<file path="src/rtl/pc_sequencer.sv">
// pc_sequencer: fetch PC/nPC pair for a delayed-branch MIPS pipeline.
// Handles +4 sequencing, delayed branch/jump redirects, branch-likely
// annulment of the delay slot, and trapping of misaligned redirect targets.
module pc_sequencer #(
  parameter int PC_W       = 9,
  parameter int RESET_PC   = 0,
  parameter int EXC_VECTOR = 256
) (
  input  logic            clk,
  input  logic            reset_n,
  input  logic            stall,
  input  logic            redirect,
  input  logic [PC_W-1:0] target,
  input  logic            annul_req,
  output logic [PC_W-1:0] pc,
  output logic [PC_W-1:0] npc,
  output logic [PC_W-1:0] pc_plus8,
  output logic            in_slot,
  output logic            squash,
  output logic            addr_err
);

  typedef enum logic {
    RUN  = 1'b0,
    SLOT = 1'b1
  } state_t;

  localparam logic [PC_W-1:0] STEP4      = PC_W'(4);
  localparam logic [PC_W-1:0] STEP8      = PC_W'(8);
  localparam logic [PC_W-1:0] RESET_ADDR = PC_W'(RESET_PC);
  localparam logic [PC_W-1:0] EXC_ADDR   = PC_W'(EXC_VECTOR);

  state_t          state_q, state_d;
  logic [PC_W-1:0] pc_q, pc_d;
  logic [PC_W-1:0] npc_q, npc_d;
  logic            in_slot_q, in_slot_d;
  logic            squash_q, squash_d;
  logic            addr_err_q, addr_err_d;
  logic            misaligned;

  assign misaligned = (target[1:0] != 2'b00);

  // Next-state selection; a stall holds every register, which also stretches addr_err.
  always_comb begin
    state_d    = state_q;
    pc_d       = pc_q;
    npc_d      = npc_q;
    in_slot_d  = in_slot_q;
    squash_d   = squash_q;
    addr_err_d = addr_err_q;
    if (!stall) begin
      case (state_q)
        RUN: begin
          if (redirect && misaligned) begin
            pc_d       = EXC_ADDR;
            npc_d      = EXC_ADDR + STEP4;
            addr_err_d = 1'b1;
            squash_d   = 1'b1;
            in_slot_d  = 1'b0;
            state_d    = RUN;
          end else if (redirect) begin
            pc_d       = npc_q;
            npc_d      = target;
            in_slot_d  = 1'b1;
            squash_d   = 1'b0;
            addr_err_d = 1'b0;
            state_d    = SLOT;
          end else if (annul_req) begin
            pc_d       = npc_q;
            npc_d      = npc_q + STEP4;
            squash_d   = 1'b1;
            in_slot_d  = 1'b1;
            addr_err_d = 1'b0;
            state_d    = RUN;
          end else begin
            pc_d       = npc_q;
            npc_d      = npc_q + STEP4;
            in_slot_d  = 1'b0;
            squash_d   = 1'b0;
            addr_err_d = 1'b0;
            state_d    = RUN;
          end
        end
        SLOT: begin
          // A branch sitting in a delay slot is dropped, so redirect/annul are ignored here.
          pc_d       = npc_q;
          npc_d      = npc_q + STEP4;
          in_slot_d  = 1'b0;
          squash_d   = 1'b0;
          addr_err_d = 1'b0;
          state_d    = RUN;
        end
        default: begin
          state_d = RUN;
        end
      endcase
    end
  end

  // State and output registers with asynchronous active-low reset.
  always_ff @(posedge clk or negedge reset_n) begin
    if (!reset_n) begin
      state_q    <= RUN;
      pc_q       <= RESET_ADDR;
      npc_q      <= RESET_ADDR + STEP4;
      in_slot_q  <= 1'b0;
      squash_q   <= 1'b0;
      addr_err_q <= 1'b0;
    end else begin
      state_q    <= state_d;
      pc_q       <= pc_d;
      npc_q      <= npc_d;
      in_slot_q  <= in_slot_d;
      squash_q   <= squash_d;
      addr_err_q <= addr_err_d;
    end
  end

  assign pc       = pc_q;
  assign npc      = npc_q;
  assign pc_plus8 = pc_q + STEP8;
  assign in_slot  = in_slot_q;
  assign squash   = squash_q;
  assign addr_err = addr_err_q;

endmodule

</file>
<file path="config.mk">
export PLATFORM = sky130hd
export DESIGN_NAME = pc_sequencer
export DESIGN_NICKNAME = d
export VERILOG_FILES = /design/src/rtl/pc_sequencer.sv
export SDC_FILE = /design/constraint.sdc
export NUM_CORES = 1
export LEC_CHECK = 0
export ABC_AREA = 1
export CAP_MARGIN = 40
export CORE_MARGIN = 1
export CORE_UTILIZATION = 35
export DETAILED_ROUTE_END_ITERATION = 10
export DONT_BUFFER_PORTS = 1
export HOLD_SLACK_MARGIN = 0.1
export SLEW_MARGIN = 20
export SYNTH_ARGS = -nofsm -noshare
export SYNTH_HDL_FRONTEND = slang
export SYNTH_SLANG_ARGS = --single-unit
</file>
<file path="constraint.sdc">
create_clock -name clk -period 3.4 [get_ports clk]
set_input_delay 0.68 -clock clk [delete_from_list [all_inputs] [get_ports clk]]
set_output_delay 0.68 -clock clk [all_outputs]
set_load 0.01 [all_outputs]
</file>
==> images/clock_nets.png <==
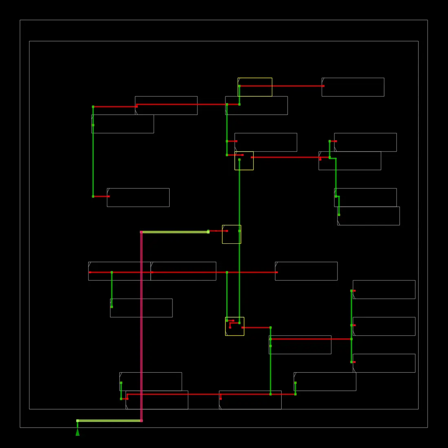
latest clock arrival within the worst-skew pair: 300 ps
power attributed to the clock group: 0.143 mW
clock tree sinks: 22
clock buf count: 4
sequential cells: 22

==> images/pinout.png <==
Pins as bars across the die edge, other pins in gray.
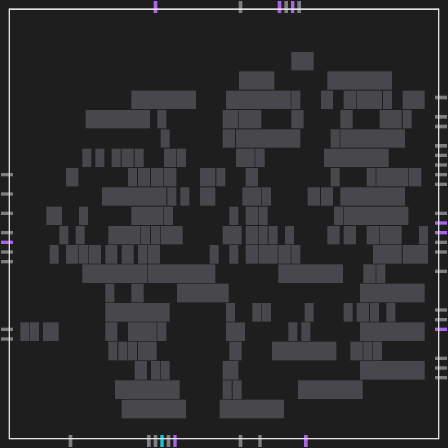
squash: marked cyan, pins 1, direction output, edge bottom. npc: marked purple, pins 9, direction output, edge 3 right, 3 top, 2 bottom, 1 left.
All pins by edge: 20 right, 9 bottom, 9 left, 6 top.

==> images/class_map.png <==
Bar = 20 um.
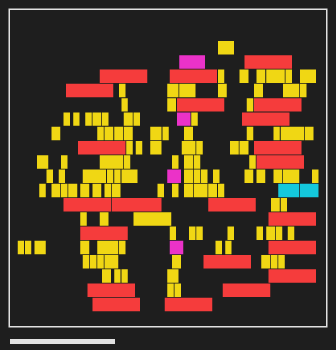
clock drivers and dummy loads: marked magenta, cells 4, share of their area 3.0%. remaining buffers and delay cells: marked cyan, cells 2, share of their area 1.8%. remaining logic cells: marked yellow, cells 116, share of their area 49%. registers: marked red, cells 22, share of their area 46%.
utilization after layout: 40.12%
Seq/total area: 43.97%
std cell rows: 20
Core ar.: 3128 um^2

==> images/sizing.png <==
Bar = 20 um.
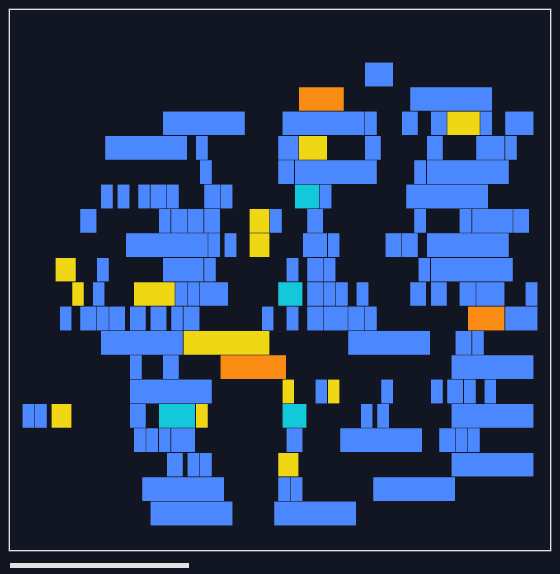
x3 and x4: marked cyan, cells 4, share 2.8%, most used clkbuf_4. x2: marked yellow, cells 13, share 9.0%, most used inv_2. x1 and smaller: marked blue, cells 124, share 86%, most used nand2_1. x6 and larger: marked orange, cells 3, share 2.1%.
least setup slack across all paths after layout: 1327 ps
Area growth, synth to finish: 5.690%
Buffers excl. clock: 2

==> flow_metrics.rpt <==
RUN METRICS
----------------------------------------------------
[Outcome]
  Run status ........................ completed

[Pwr]
  Combinational power ........................ 0.111 mW
  Overall power consumption ........................ between 0.6 and 0.7 mW
  Leakage power summed over all cells ........................ 0.6134 nW
  Pint ........................ between 0.3 and 0.4 mW
  Sequential power ........................ 0.348 mW
  Main power group ........................ registers

[Clocking]
  Deepest level of the CTS H-tree ........................ 1
  Total of cells resized after clock tree synthesis ........................ 0
  Buffer cell driving the clock tree root ........................ sky130_fd_sc_hd__clkbuf_4
  CTS Buf Count ........................ 3
  Post-CTS Setup Bufs ........................ 0
  Largest buffer count on any clock path ........................ 2

[Layout]
  Clock network share of area ........................ 2.891%
  Max-area cell class ........................ registers
  Most frequent logic cells in the routed design ........................ 29 x sky130_fd_sc_hd__nand2_1, 21 x sky130_fd_sc_hd__dfrtp_1, 18 x sky130_fd_sc_hd__nand3_1
  Final #Nets ........................ 161
  Final Non-Filler Cells ........................ 188
  Logic cell area ........................ 519.2 um^2
  Number of inverters outside the clock class in the layout ........................ 19
  Area of all sequential standard cells ........................ 551.8 um^2

[Placement]
  Placed cell count ........................ 182
  Total placed instance area ........................ 1197 um^2
  Worst setup slack before clock tree synthesis ........................ 1638 ps
  Port Buffer Count ........................ 0

[Synth]
  Area fraction in xor and xnor cells ........................ 3.688%
  Instance count of the mapped netlist ........................ 145
  Number of warnings issued by yosys ........................ 0
  Ys flops ........................ 22
  Fraction of post-synthesis cell area in the top cell type by area ........................ between 40% and 50%
  Synthesized chip area reported by yosys ........................ 1187 um^2
  Cell area after technology mapping ........................ 1187 um^2
  Fraction of synthesis flops using an asynchronous set or reset pin ........................ 100.0%

[Setup path]
  Reg-to-reg critical path startpoint ........................ npc[2]
  WP buf/inv ........................ 0
  Critical path start-end classification ........................ register to primary output
  Depth of the critical timing path with buffers and inverters included ........................ 3
  Cells along the critical path ........................ nand3_1 -> nor3_2 -> xor2_1

[Final timing]
  Worst Tran Pin Value ........................ 547.2 ps
  Fin crit period ........................ 2073 ps

[Global routing]
  Pin count of the biggest net entering global routing ........................ 25

----------------------------------------------------
Power and IR drop assume default switching activity.
